Figure 1. Routing congestion map.
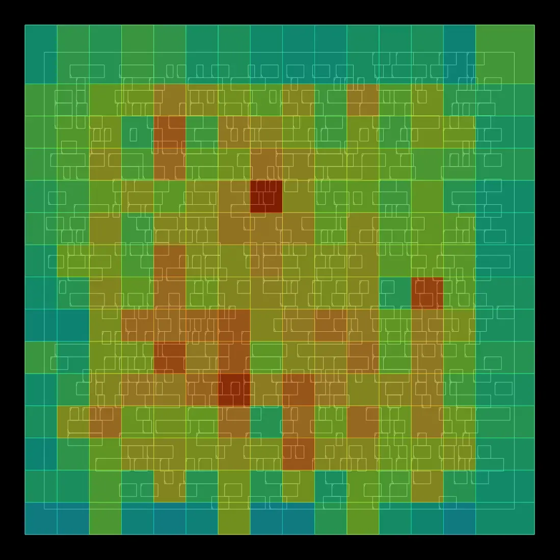
Figure 2. Clock distribution.
Drawn at 4 px/um.
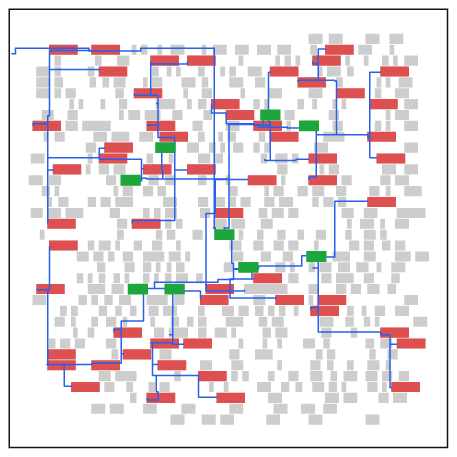
Figure 3. Local utilization.
Drawn at 2 px/um. The die is cut into 11 by 11 equal tiles; white is low, dark blue is high, 0 to 100% covered.
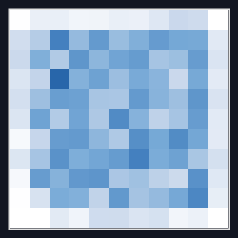
Figure 4. Floorplan with the power grid.
Drawn at 4 px/um. Pins as bars on the die edge.
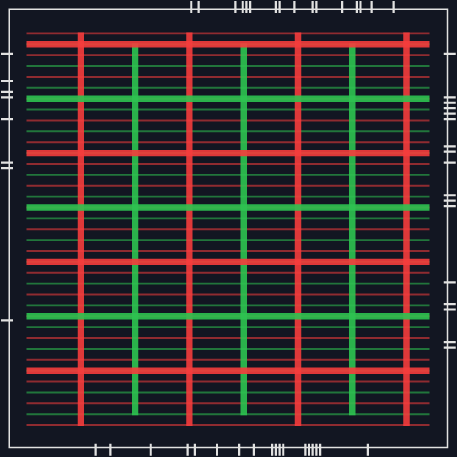
Figure 5. Metal layers overlaid.
Drawn at 4 px/um. Two of the layers only.
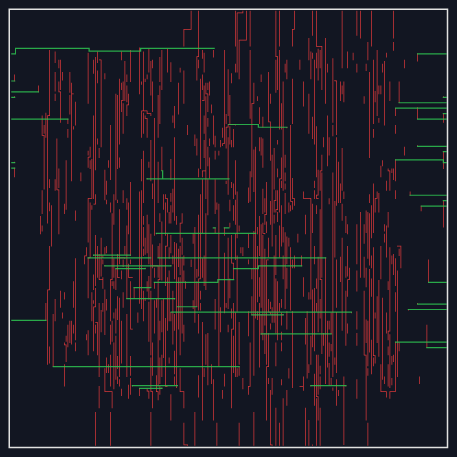
<file path="src/rtl/level_column_loader.sv">
`default_nettype none
// ============================================================================
// Module   : level_column_loader
// Purpose  : Feeds the on-screen block grid from the synchronous level ROM.
//            Supports a full-screen load (COLS columns x ROWS rows) and a
//            single-column load when the camera scrolls one tile right. The
//            grid is a circular buffer of columns; o_head_slot names the slot
//            holding the leftmost visible level column (o_scroll_col).
// Revision : 1.0 - initial release
// ----------------------------------------------------------------------------
// Ports
//   Clk             in   1   system clock
//   Reset           in   1   synchronous, active-high reset
//   i_load_start    in   1   pulse: full-screen load from level column i_start_col
//   i_start_col     in   8   first level column for a full load (clamped)
//   i_scroll_step   in   1   pulse: load the next column on the right
//   o_rom_addr      out  12  level ROM address {level_col[7:0], row[3:0]}
//   i_rom_data      in   4   ROM block ID, valid the cycle after o_rom_addr
//   o_grid_row      out  4   target tile row
//   o_grid_col      out  5   target tile slot (0..COLS-1)
//   o_new_block_id  out  4   block ID to write
//   o_change_id     out  1   one-cycle write strobe for (o_grid_row, o_grid_col)
//   o_head_slot     out  5   grid slot holding the leftmost visible column
//   o_scroll_col    out  8   level column shown in o_head_slot
//   o_busy          out  1   high whenever an operation is in progress
//   o_done          out  1   one-cycle pulse when an operation completes
//   o_at_end        out  1   o_scroll_col + COLS >= LEVEL_COLS
//   o_scroll_drop   out  1   one-cycle pulse when a scroll step is discarded
// ============================================================================
module level_column_loader #(
  parameter int ROWS       = 15,
  parameter int COLS       = 20,
  parameter int LEVEL_COLS = 224
) (
  input  logic        Clk,
  input  logic        Reset,
  input  logic        i_load_start,
  input  logic [7:0]  i_start_col,
  input  logic        i_scroll_step,
  output logic [11:0] o_rom_addr,
  input  logic [3:0]  i_rom_data,
  output logic [3:0]  o_grid_row,
  output logic [4:0]  o_grid_col,
  output logic [3:0]  o_new_block_id,
  output logic        o_change_id,
  output logic [4:0]  o_head_slot,
  output logic [7:0]  o_scroll_col,
  output logic        o_busy,
  output logic        o_done,
  output logic        o_at_end,
  output logic        o_scroll_drop
);

  // --------------------------------------------------------------------------
  // Constants
  // --------------------------------------------------------------------------
  localparam logic [2:0] c_IDLE  = 3'd0;
  localparam logic [2:0] c_FETCH = 3'd1;
  localparam logic [2:0] c_READ  = 3'd2;
  localparam logic [2:0] c_WRITE = 3'd3;
  localparam logic [2:0] c_DONE  = 3'd4;

  localparam logic [3:0] c_LAST_ROW  = 4'(ROWS - 1);
  localparam logic [4:0] c_LAST_SLOT = 5'(COLS - 1);
  localparam logic [7:0] c_COLS8     = 8'(COLS);
  localparam logic [7:0] c_MAX_START = 8'(LEVEL_COLS - COLS);
  localparam logic [8:0] c_COLS9     = 9'(COLS);
  localparam logic [8:0] c_LEVEL9    = 9'(LEVEL_COLS);

  // --------------------------------------------------------------------------
  // Registers and wires
  // --------------------------------------------------------------------------
  logic [2:0]  r_state;
  logic [2:0]  w_state_next;

  logic [3:0]  r_row;          // row of the tile in flight
  logic [4:0]  r_slot;         // grid slot of the tile in flight
  logic [7:0]  r_col;          // level column of the tile in flight
  logic        r_mode_scroll;  // 1: single-column load, 0: full-screen load
  logic        r_pending;      // one scroll step queued behind the current op

  logic [11:0] r_rom_addr;
  logic [3:0]  r_grid_row;
  logic [4:0]  r_grid_col;
  logic [3:0]  r_block_id;
  logic [4:0]  r_head_slot;
  logic [7:0]  r_scroll_col;
  logic        r_scroll_drop;

  logic        w_change_id;
  logic        w_busy;
  logic        w_done;

  logic        w_at_end;
  logic        w_start_scroll;
  logic        w_last_tile;
  logic [7:0]  w_c0;
  logic [7:0]  w_scroll_load_col;

  // Evaluated in 9 bits so LEVEL_COLS up to 256 compares correctly.
  assign w_at_end = ({1'b0, r_scroll_col} + c_COLS9) >= c_LEVEL9;

  // Clamp so the whole screen stays inside the level; this also keeps every
  // later column sum within 8 bits.
  assign w_c0 = (i_start_col > c_MAX_START) ? c_MAX_START : i_start_col;

  assign w_scroll_load_col = r_scroll_col + c_COLS8;

  // A queued step is serviced ahead of a fresh one; either is refused at the
  // right-hand end of the level. load_start always takes priority.
  assign w_start_scroll = (r_state == c_IDLE) && !i_load_start &&
                          (r_pending || i_scroll_step) && !w_at_end;

  // Scroll loads finish after one column; full loads after the last slot.
  assign w_last_tile = (r_row == c_LAST_ROW) &&
                       (r_mode_scroll || (r_slot == c_LAST_SLOT));

  // --------------------------------------------------------------------------
  // FSM: state register
  // --------------------------------------------------------------------------
  always_ff @(posedge Clk) begin
    if (Reset) begin
      r_state <= c_IDLE;
    end else begin
      r_state <= w_state_next;
    end
  end

  // --------------------------------------------------------------------------
  // FSM: next-state logic
  // --------------------------------------------------------------------------
  always_comb begin
    w_state_next = r_state;
    if (i_load_start) begin
      w_state_next = c_FETCH;
    end else begin
      case (r_state)
        c_IDLE:  if (w_start_scroll) w_state_next = c_FETCH;
        c_FETCH: w_state_next = c_READ;
        c_READ:  w_state_next = c_WRITE;
        c_WRITE: w_state_next = w_last_tile ? c_DONE : c_FETCH;
        c_DONE:  w_state_next = c_IDLE;
        default: w_state_next = c_IDLE;
      endcase
    end
  end

  // --------------------------------------------------------------------------
  // FSM: output decode
  // --------------------------------------------------------------------------
  always_comb begin
    w_change_id = 1'b0;
    w_busy      = 1'b1;
    w_done      = 1'b0;
    case (r_state)
      c_IDLE:  w_busy      = 1'b0;
      c_WRITE: w_change_id = 1'b1;
      c_DONE:  w_done      = 1'b1;
      default: ;
    endcase
  end

  // --------------------------------------------------------------------------
  // Tile walker, ROM address and grid write registers
  // --------------------------------------------------------------------------
  always_ff @(posedge Clk) begin
    if (Reset) begin
      r_row         <= 4'd0;
      r_slot        <= 5'd0;
      r_col         <= 8'd0;
      r_mode_scroll <= 1'b0;
      r_rom_addr    <= 12'd0;
      r_grid_row    <= 4'd0;
      r_grid_col    <= 5'd0;
      r_block_id    <= 4'd0;
      r_head_slot   <= 5'd0;
      r_scroll_col  <= 8'd0;
    end else if (i_load_start) begin
      r_mode_scroll <= 1'b0;
      r_row         <= 4'd0;
      r_slot        <= 5'd0;
      r_col         <= w_c0;
      r_rom_addr    <= {w_c0, 4'd0};
      r_scroll_col  <= w_c0;
      r_head_slot   <= 5'd0;
    end else if (w_start_scroll) begin
      // The new column lands in the slot that is about to scroll off-screen.
      r_mode_scroll <= 1'b1;
      r_row         <= 4'd0;
      r_slot        <= r_head_slot;
      r_col         <= w_scroll_load_col;
      r_rom_addr    <= {w_scroll_load_col, 4'd0};
    end else if (r_state == c_READ) begin
      // ROM data for the address presented in FETCH is valid now.
      r_grid_row <= r_row;
      r_grid_col <= r_slot;
      r_block_id <= i_rom_data;
    end else if (r_state == c_WRITE) begin
      if (!w_last_tile) begin
        // The address for the next tile is ready as FETCH begins.
        if (r_row == c_LAST_ROW) begin
          r_row      <= 4'd0;
          r_col      <= r_col + 8'd1;
          r_slot     <= r_slot + 5'd1;
          r_rom_addr <= {r_col + 8'd1, 4'd0};
        end else begin
          r_row      <= r_row + 4'd1;
          r_rom_addr <= {r_col, r_row + 4'd1};
        end
      end else if (r_mode_scroll) begin
        // Advance the view so it is already current while o_done is high.
        r_head_slot  <= (r_head_slot == c_LAST_SLOT) ? 5'd0 : r_head_slot + 5'd1;
        r_scroll_col <= r_scroll_col + 8'd1;
      end
    end
  end

  // --------------------------------------------------------------------------
  // Scroll request queue (depth one) and drop indication
  // --------------------------------------------------------------------------
  always_ff @(posedge Clk) begin
    if (Reset) begin
      r_pending     <= 1'b0;
      r_scroll_drop <= 1'b0;
    end else begin
      r_scroll_drop <= 1'b0;
      if (i_load_start) begin
        r_pending     <= 1'b0;
        r_scroll_drop <= i_scroll_step;
      end else if (r_state == c_IDLE) begin
        // A queued step is consumed here whether or not at_end refuses it;
        // a new step arriving alongside it has nowhere to go.
        r_pending <= 1'b0;
        if (r_pending && i_scroll_step) begin
          r_scroll_drop <= 1'b1;
        end
      end else if (i_scroll_step) begin
        if (r_pending) begin
          r_scroll_drop <= 1'b1;
        end else begin
          r_pending <= 1'b1;
        end
      end
    end
  end

  // --------------------------------------------------------------------------
  // Outputs
  // --------------------------------------------------------------------------
  assign o_rom_addr     = r_rom_addr;
  assign o_grid_row     = r_grid_row;
  assign o_grid_col     = r_grid_col;
  assign o_new_block_id = r_block_id;
  assign o_change_id    = w_change_id;
  assign o_head_slot    = r_head_slot;
  assign o_scroll_col   = r_scroll_col;
  assign o_busy         = w_busy;
  assign o_done         = w_done;
  assign o_at_end       = w_at_end;
  assign o_scroll_drop  = r_scroll_drop;

endmodule
`default_nettype wire

</file>
<file path="config.mk">
export PLATFORM = sky130hd
export DESIGN_NAME = level_column_loader
export DESIGN_NICKNAME = d
export VERILOG_FILES = /design/src/rtl/level_column_loader.sv
export SDC_FILE = /design/constraint.sdc
export NUM_CORES = 1
export LEC_CHECK = 0
export CAP_MARGIN = 10
export CELL_PAD_IN_SITES_DETAIL_PLACEMENT = 1
export CELL_PAD_IN_SITES_GLOBAL_PLACEMENT = 2
export CORE_MARGIN = 4
export CORE_UTILIZATION = 31
export DETAILED_ROUTE_END_ITERATION = 10
export PLACE_DENSITY_LB_ADDON = 0.05
export SYNTH_ARGS = -nofsm -noshare
export SYNTH_HDL_FRONTEND = slang
export SYNTH_SLANG_ARGS = --single-unit
</file>
<file path="constraint.sdc">
create_clock -name Clk -period 2.5 [get_ports Clk]
set_clock_uncertainty 0.05 [all_clocks]
set_input_delay 0.5 -clock Clk [delete_from_list [all_inputs] [get_ports Clk]]
set_output_delay 0.5 -clock Clk [all_outputs]
set_load 0.05 [all_outputs]
</file>
==> run_results.csv <==
group,metric,value,unit
logic_synthesis,netlist.top_cell.by_area,"sky130_fd_sc_hd__dfxtp_1",
cells_and_area,n_clock_buffer,12,
global_routing,grt_pass1_wl,17800,um
die,std_cell_rows,36,
cells_and_area,logic_gates,290,
clock_tree,clock_tree_from_tritoncts,"done",
power,comb_cell_power,423,uW
logic_synthesis,synth_cells,386,
sta,timing.hold.ws,403,ps
global_routing,globalRoute.totalOverflow,0,
power,power_per_cell_area,523,mW/mm^2
placed_design,place_inst,596,
power,top_power_consumer_group,"sequential cells",
clock_tree,number_of_buffers_inserted_to_repair_setup_after_cts,0,
clock_tree,h-tree-depth,3,
worst_setup_path,worstReg2RegEnd,"r_col[5]",
cells_and_area,layout.cells.non_filler,611,
status,run_status,"completed",
cells_and_area,final_design_area_no_fill,0.00436,sq mm
cells_and_area,seqAreaFraction,0.262,
logic_synthesis,ys_async_sr_fraction,0,
clock_tree,clkTransAtPathRegs,70,ps
Notes on Figure 1 above:
global routing met1 resource utilization: 0.261
met3 Usage GRT: 0.0426
busiest layer in global routing: met2

Notes on Figure 2 above:
[green] clock-net drivers | count: 9
[blue] clock wires | length: 904 um
[red] flip-flops | count: 57
flops lie	spread over the die
Clock net power: 875 uW
source-to-sink clock delay at the later pin of the worst-skew pair: 330 ps

Notes on Figure 3 above:
mean over tiles	35%
fullest tile	78%
densest ninth of the die	centre
nearly empty tiles	5.0%
tiles over 75% full	0.80%

Notes on Figure 4 above:
colour	net
red	VSS
green	VDD
met4 straps	7
rows	36
largest voltage drop on the vdd net: 231 uV
die boundary width: 109 um

Notes on Figure 5 above:
colour	layer	wire length
red	M2	5130 um
green	M3	557 um
GRT Util Overall: 0.193
total routed wirelength: 10800 um

==> logic make-up after synthesis <==
group | Yosys count | synth area share
adder cells (fa/ha/maj) | 6 | 0.0236
AND-OR/OR-AND | 119 | 0.264
AND/OR/NAND/NOR | 142 | 0.232
multiplexers | 2 | 0.00630
XOR/XNOR | 21 | 0.0579
buffers and inverters | 39 | 0.0559
flip-flops | 57 | 0.359
==> per-stage QoR <==
stage | utilization | setup slack [ps] | TNS, ps
final | 0.442 | 115 | 0
after global routing | 0.442 | -7.14 | -7.14
after CTS | 0.442 | 47.6 | 0
after detailed placement | 0.422 | 105 | 0
after global placement | 0.422 | 128 | 0
after floorplan | - | 86.1 | 0
==> metal layers <==
metal,track usage,vias to the layer above,share of wire,wire (um)
met2,0.316,66,0.47,5130
met1,0.261,1591,0.47,5060
li1,-,1605,-,-
met4,0.0374,0,0.0083,90
met5,0,-,0,0
met3,0.0426,7,0.051,556
==> worst max-delay path by stage <==
stage	start	endpoint	slack, ps	cells after the start
after floorplan	o_scroll_col[2]	o_rom_addr[10]	90	7
final	o_scroll_col[5]	o_scroll_col[5]	110	1
after global placement	i_load_start	o_rom_addr[10]	130	7
after global routing	o_scroll_col[2]	o_at_end	-7	6
after CTS	r_state[0]	o_done	50	3
after detailed placement	i_load_start	o_rom_addr[10]	110	7
==> cell usage in the layout (no fill, tap or decap), types with 12 or more instances in the layout <==
master	netlist	layout
sky130_fd_sc_hd__dfxtp_1	57	57
sky130_fd_sc_hd__nand3_1	14	14
sky130_fd_sc_hd__clkdlybuf4s50_1	0	55
sky130_fd_sc_hd__nor3_1	14	14
sky130_fd_sc_hd__nand2_1	44	44
sky130_fd_sc_hd__buf_4	1	46
sky130_fd_sc_hd__nor2_1	21	21
sky130_fd_sc_hd__a21oi_1	36	36
sky130_fd_sc_hd__o31ai_1	12	12
Power is estimated from default activity; no workload was simulated.
